**Power grid**

Scale bar: 10 um. Pins as bars on the die edge. Tap cells in gray.
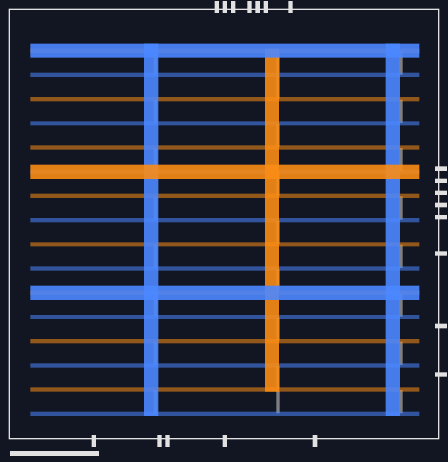
**Placed cells, one color a class**

Scale bar: 10 um.
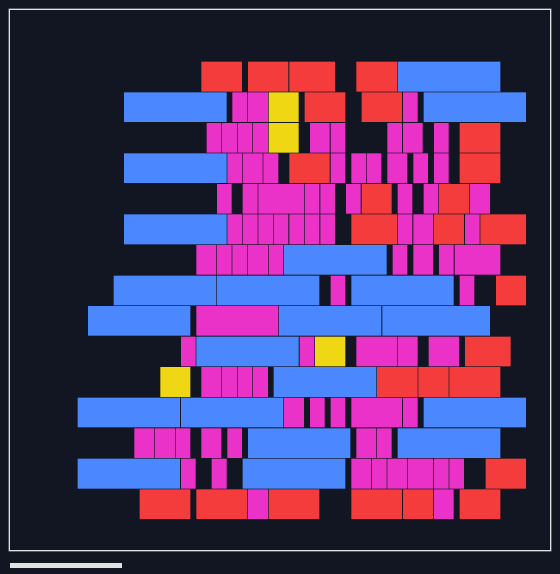
**Clock network drawn from the DEF**

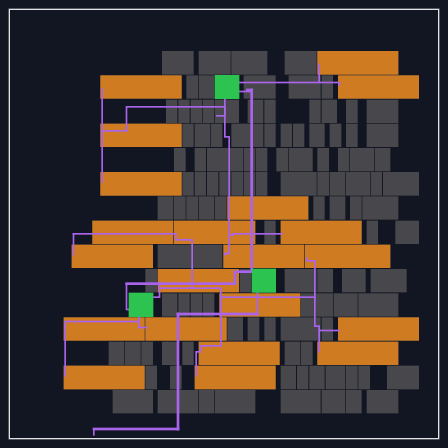
**Signal wires by layer**

Scale bar: 10 um. Only two layers are drawn.
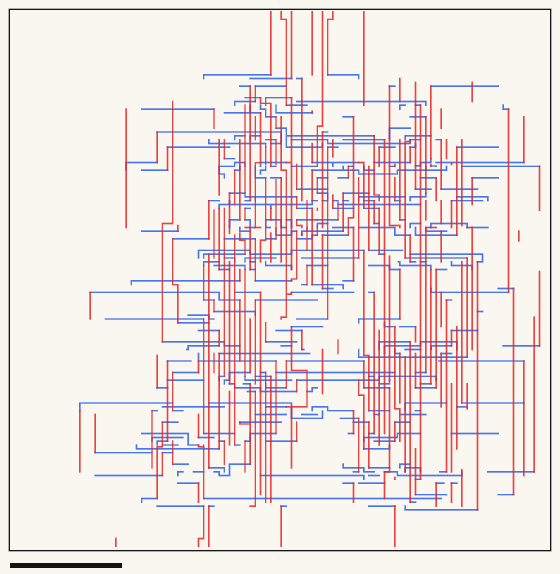
--- src/rtl/serial_pkg.sv ---
// Shared types and sizing helpers for the bit-serial add sequencer.
package serial_pkg;

    typedef enum logic [1:0] {
        IDLE  = 2'd0,
        SHIFT = 2'd1,
        DONE  = 2'd2
    } state_t;

    localparam int unsigned SERIAL_N = 4;

    // Bit counter only needs to reach N-1.
    function automatic int unsigned cnt_width(input int unsigned n);
        return (n < 2) ? 1 : $clog2(n);
    endfunction

endpackage

--- src/rtl/serial_fa_cell.sv ---
// One full-adder cell with its carry flop; the carry is forced to cin_load_i
// when a new operand pair is loaded.
module serial_fa_cell (
    input  logic clk_i,
    input  logic rst_ni,
    input  logic load_i,
    input  logic cin_load_i,
    input  logic en_i,
    input  logic a_i,
    input  logic b_i,
    output logic s_o,
    output logic cout_o
);

    logic c_q;

    assign s_o    = a_i ^ b_i ^ c_q;
    assign cout_o = (a_i & b_i) | (a_i & c_q) | (b_i & c_q);

    always_ff @(posedge clk_i or negedge rst_ni) begin
        if (!rst_ni) begin
            c_q <= 1'b0;
        end else if (load_i) begin
            c_q <= cin_load_i;
        end else if (en_i) begin
            c_q <= cout_o;
        end
    end

endmodule

--- src/rtl/serial_add_seq.sv ---
// Bit-serial add sequencer: parallel operands in, LSB-first add over N cycles,
// (N+1)-bit sum out. Define SERIAL_SUB_EN to add the 'sub' port (a - b).
module serial_add_seq
    import serial_pkg::*;
#(
    parameter int unsigned N = SERIAL_N
) (
    input  logic         CLK,
    input  logic         rst_n,
`ifdef SERIAL_SUB_EN
    input  logic         sub,
`endif
    input  logic         in_valid,
    output logic         in_ready,
    input  logic [N-1:0] a,
    input  logic [N-1:0] b,
    output logic         out_valid,
    input  logic         out_ready,
    output logic [N:0]   sum,
    output logic         busy
);

    localparam int unsigned CW = cnt_width(N);

    state_t        state_q, state_d;
    logic [N-1:0]  ra_q, ra_d;
    logic [N-1:0]  rb_q, rb_d;
    logic [N-2:0]  res_q, res_d;
    logic [CW-1:0] cnt_q, cnt_d;
    logic [N:0]    sum_q, sum_d;

    logic [N-1:0]  b_load;
    logic          cin_load;
    logic          load;
    logic          shift_en;
    logic          s_bit;
    logic          c_next;
    logic [N-1:0]  collected;

`ifdef SERIAL_SUB_EN
    assign b_load   = sub ? ~b : b;
    assign cin_load = sub;
`else
    assign b_load   = b;
    assign cin_load = 1'b0;
`endif

    serial_fa_cell u_fa (
        .clk_i      (CLK),
        .rst_ni     (rst_n),
        .load_i     (load),
        .cin_load_i (cin_load),
        .en_i       (shift_en),
        .a_i        (ra_q[0]),
        .b_i        (rb_q[0]),
        .s_o        (s_bit),
        .cout_o     (c_next)
    );

    // New bit enters at the MSB; after N shifts bit 0 has reached the LSB.
    assign collected = {s_bit, res_q};

    always_comb begin
        state_d  = state_q;
        ra_d     = ra_q;
        rb_d     = rb_q;
        res_d    = res_q;
        cnt_d    = cnt_q;
        sum_d    = sum_q;
        load     = 1'b0;
        shift_en = 1'b0;
        case (state_q)
            IDLE: begin
                if (in_valid) begin
                    ra_d    = a;
                    rb_d    = b_load;
                    cnt_d   = '0;
                    load    = 1'b1;
                    state_d = SHIFT;
                end
            end
            SHIFT: begin
                shift_en = 1'b1;
                ra_d     = {1'b0, ra_q[N-1:1]};
                rb_d     = {1'b0, rb_q[N-1:1]};
                res_d    = collected[N-1:1];
                cnt_d    = cnt_q + CW'(1);
                if (cnt_q == CW'(N - 1)) begin
                    sum_d   = {c_next, collected};
                    state_d = DONE;
                end
            end
            DONE: begin
                if (out_ready) begin
                    state_d = IDLE;
                end
            end
            default: state_d = IDLE;
        endcase
    end

    always_ff @(posedge CLK or negedge rst_n) begin
        if (!rst_n) begin
            state_q <= IDLE;
            ra_q    <= '0;
            rb_q    <= '0;
            res_q   <= '0;
            cnt_q   <= '0;
            sum_q   <= '0;
        end else begin
            state_q <= state_d;
            ra_q    <= ra_d;
            rb_q    <= rb_d;
            res_q   <= res_d;
            cnt_q   <= cnt_d;
            sum_q   <= sum_d;
        end
    end

    assign in_ready  = (state_q == IDLE);
    assign out_valid = (state_q == DONE);
    assign busy      = (state_q != IDLE);
    assign sum       = sum_q;

endmodule

--- config.mk ---
export PLATFORM = sky130hd
export DESIGN_NAME = serial_add_seq
export DESIGN_NICKNAME = d
export VERILOG_FILES = /design/src/rtl/serial_pkg.sv /design/src/rtl/serial_fa_cell.sv /design/src/rtl/serial_add_seq.sv
export SDC_FILE = /design/constraint.sdc
export NUM_CORES = 1
export LEC_CHECK = 0
export ABC_AREA = 1
export CORE_MARGIN = 2
export CORE_UTILIZATION = 48
export CTS_CLUSTER_DIAMETER = 50
export DETAILED_ROUTE_END_ITERATION = 8
export PLACE_DENSITY = 0.87
export SKIP_CTS_REPAIR_TIMING = 1
export SYNTH_ARGS = -nofsm -noshare
export SYNTH_HDL_FRONTEND = slang
export SYNTH_SLANG_ARGS = --single-unit
--- constraint.sdc ---
create_clock -name CLK -period 1.42 [get_ports CLK]
set_input_delay 0.284 -clock CLK [delete_from_list [all_inputs] [get_ports CLK]]
set_output_delay 0.284 -clock CLK [all_outputs]
set_load 0.03 [all_outputs]
==> Implementation_results.wiki <==
== Implementation results ==
{| class="wikitable"
! Metric !! Value
|-
| Net switching fraction of the power || 0.454
|-
| Pwr Density || about 2200 mW/mm^2
|-
| Upper clock frequency limit || ~0.68 GHz
|-
| Cell with the most instances after synthesis || nand2_1
|-
| Total placed instance area || 0.00115 mm^2
|-
| Total global-route track usage || 0.198
|-
| Die Wd || slightly below 50 um
|-
| Synth area leaders || dfrtp_1 56%, nand2_1 19%, nand3_1 4.8%
|-
| Half-perimeter wire length of the detailed placement result || 1.37 mm
|-
| Average cell area after synthesis || 8.56 um^2
|-
| Net switching component of the power || ~1.3 mW
|-
| Core ar. || roughly 0.0018 mm^2
|-
| Crit path launch type || flip-flop
|-
| Chip Area, Yosys || roughly 930 um^2
|-
| Number of logged tool warnings || 27
|-
| Outcome || finished with violations
|-
| Yosys Instances || about 110
|-
| Die Area || 0.00231 mm^2
|-
| Instance count of the mapped netlist || ~110
|-
| Yosys top cell by area || dfrtp_1
|-
| Internal power component || 1.51 mW
|-
| Final setup violation count || 1
|-
| Endpoints failing hold || 0
|-
| Unrepaired setup endpoints after global routing || yes
|-
| Worst max-slew margin expressed relative to the limit || 0.786
|-
| Sequential fraction of the synthesis area || 0.563
|-
| WP data required || approximately 1100 ps
|-
| Critical path's slowest cell || dfrtp_2
|-
| Total iterations of the first detailed-routing run || 6
|-
| DR WL/cell || ~14 um
|-
| Flip-flops with a built-in enable || 0
|-
| Most common library cells after synthesis || 47 x nand2_1, 21 x dfrtp_1, 9 x nand3_1
|-
| Share of power burned in combinational logic || 0.518
|-
| Inserted Diodes || 0
|-
| Number of pins exceeding their max-slew limit in the final report || 0
|-
| Leak Pwr || between 0.6 and 0.7 nW
|-
| Critical Path Sink Type || output pin
|-
| Arrival time worst endpoint || 1180 ps
|-
| Unique cell type count in the Yosys netlist || 16
|-
| Kind of critical path || flip-flop to output pin
|-
| Share of total power in the clock network || 0.109
|-
| Crit path top cell by count || buf_6
|-
| Number of buffers inserted during clock tree synthesis || 3
|-
| Overall overflow remaining after global route || 0
|-
| DRC || 0
|-
| Critical path cell sequence || buf_6 > nor2_4 > buf_6
|-
| Height of the die || roughly 48 um
|-
| Detailed Route WL || ~2.2 mm
|-
| Number of violations reported at the end of detailed-routing iteration 0 || 22
|-
| Total power consumption of the routed design || 2.76 mW
|-
| Final period utilization || 1.03
|-
| Final setup slack of the worst path || -43.4 ps
|-
| Number of vias after detailed routing || roughly 850
|-
| Via count of the first global-routing pass || ~730
|-
| Reported max-cap violation count || 0
|-
| Final weighted congestion in routability-driven placement || 0.756
|-
| Type of the worst min-delay path || input port to async pin
|-
| Top-level port count || 20
|-
| Count of warnings emitted by yosys || 0
|-
| # port buffers || 19
|-
| Non-Filler Cell Area, Final || 0.00124 mm^2
|-
| Final core utilization || 0.696
|-
| Sink Count || 21
|-
| Seq pwr share || 0.373
|-
| Later-pin clock latency in the skew report || 320 ps
|-
| Mapped Area || a little over 900 um^2
|-
| Drt via density || approximately 5.3
|-
| Commonest flop || dfrtp_1
|-
| Depth of the CTS H-tree || 1
|-
| Largest net degree at the start of global routing || 22
|-
| Worst Skew || between 10 and 15 ps
|-
| Clock slew at the register clock pins of the worst setup and hold paths || 130 ps
|-
| Failing checks || setup timing
|-
| Final net count || 149
|-
| Share of the core filled by cells before placement || 0.524
|-
| Share of Yosys cell area claimed by the top area cell type || 0.563
|-
| Final critical delay including setup and external delays || between 1000 and 1500 ps
|-
| CP max FO || 5
|-
| CTS Root Cell || clkbuf_4
|-
| Transition time at the pin with the least slew margin || roughly 320 ps
|-
| Clock tree from TritonCTS || yes
|-
| Std-Cell Rows || 15
|-
| Yosys reg bits || 21
|-
| Clock buffer depth || 2
|-
| Initial antenna violation count || 0
|-
| Wire length of the first global-routing pass || around 3.0 mm
|-
| Post-synth net total || around 120
|-
| Share of final-layout standard cells stronger than drive strength 1 || 0.157
|-
| Post-synthesis to final-layout area growth || 33.0%
|-
| Share of synthesized registers carrying an async set or reset || 1.00
|-
| Antenna-violating nets left || 0
|-
| Longest individual stage delay on the worst path || 480 ps
|-
| Maximum vdd drop || around 1.2 mV
|}
-- 'power grid' (at the start) --
[VSS] blue
[VDD] orange
signal pins: 20
met4 straps: 3
rows: 15
met1 rails: 16

-- 'placed cells, one color a class' (at the start) --
[remaining buffers and delay cells] red | cells: 26
[remaining logic cells] magenta | cells: 83
[clock drivers and dummy loads] yellow | cells: 4
[registers] blue | cells: 21

-- 'clock network drawn from the DEF' (at the start) --
[flip-flops] orange | count: 21
[clock-net drivers] green | count: 3
[clock wires] purple | length: 241 um
routed clock nets: 4

-- 'signal wires by layer' (at the start) --
[M2] red | wire length: 1180 um
[M1] blue | wire length: 829 um

## layout make-up
class / count / area (um^2)
clock buffer: 3 / 22.5
multi-input combinational: 75 / 360
timing repair buffer: 26 / 263
inverter: 8 / 30.0
tap: 25 / 31.3
fill: 116 / 542
sequential: 21 / 527
clock inverter: 1 / 7.51
## stage by stage
stage	instances	setup TNS, ps	setup slack, ps	hold slack, ps
floorplan	109	0	96.9	-11.6
global placement	152	0	147	460
detailed placement	152	0	114	470
CTS	156	-1500	-249	317
global route	159	-163	-85.7	332
finish	159	-43.4	-43.4	307
## routing by layer
metal / wire, um / global-route usage / vias up
met1: 828 / 0.234 / 413
met3: 136 / 0.0593 / 8
met2: 1180 / 0.333 / 35
met4: 63 / 0.0865 / 0
met5: 0 / 0 / -
li1: - / - / 393
## logic make-up (layout without fill, tap and decap cells)
logic type,after synthesis,after routing,synth area share
AND/OR/NAND/NOR,60,60,0.265
buffers and inverters,13,38,0.0643
flip-flops,21,21,0.563
adder cells (fa/ha/maj),2,2,0.0349
AND-OR/OR-AND,13,13,0.0724
## worst paths after layout
check                                             from                     end  slack, ps  depth (start not counted)
worst max-delay path            state_q[0]$_DFFE_PN0P_               out_valid        -40                          3
worst min-delay path                             rst_n  state_q[1]$_DFFE_PN0P_        310                          2
worst max register to register  state_q[1]$_DFFE_PN0P_     ra_q[2]$_DFFE_PN0P_        100                          6
worst min register to register     ra_q[1]$_DFFE_PN0P_     ra_q[1]$_DFFE_PN0P_        500                          2
max in group asynchronous                        rst_n  state_q[0]$_DFFE_PN0P_        890                          2
min in group CLK                   ra_q[1]$_DFFE_PN0P_     ra_q[1]$_DFFE_PN0P_        500                          2
## cells in the final DEF, fill, tap and decap left out, drive strengths merged
cell type,count
dfrtp,21
inv,8
clkinvlp,1
o21ai,12
o31ai,1
clkbuf,3
buf,10
nand3,10
nand2,48
clkdlybuf4s50,11
nor2,2
dlymetal6s2s,5
fa,1
ha,1
## power groups by stage
stage	sequential (mW)	combinational [mW]	clock, mW
floorplan	1.09	0.790	0
global placement	1.02	1.20	0
detailed placement	1.04	1.25	0
CTS	1.03	1.26	0.308
global route	1.06	1.56	0.336
finish	1.03	1.43	0.301
## sequential cells by signal, indices dropped and copies added, names as in the netlist
name,flops
u_fa.c_q,1
res_q,3
rb_q,4
sum,5
state_q,2
cnt_q,2
ra_q,4
## worst max-delay path: cells and delay by family, from the launching register on
family	cells	cell delay (ps)
buf+inv	2	280
simple gates	1	100
flops	1	480
Power is estimated from default activity; no workload was simulated.
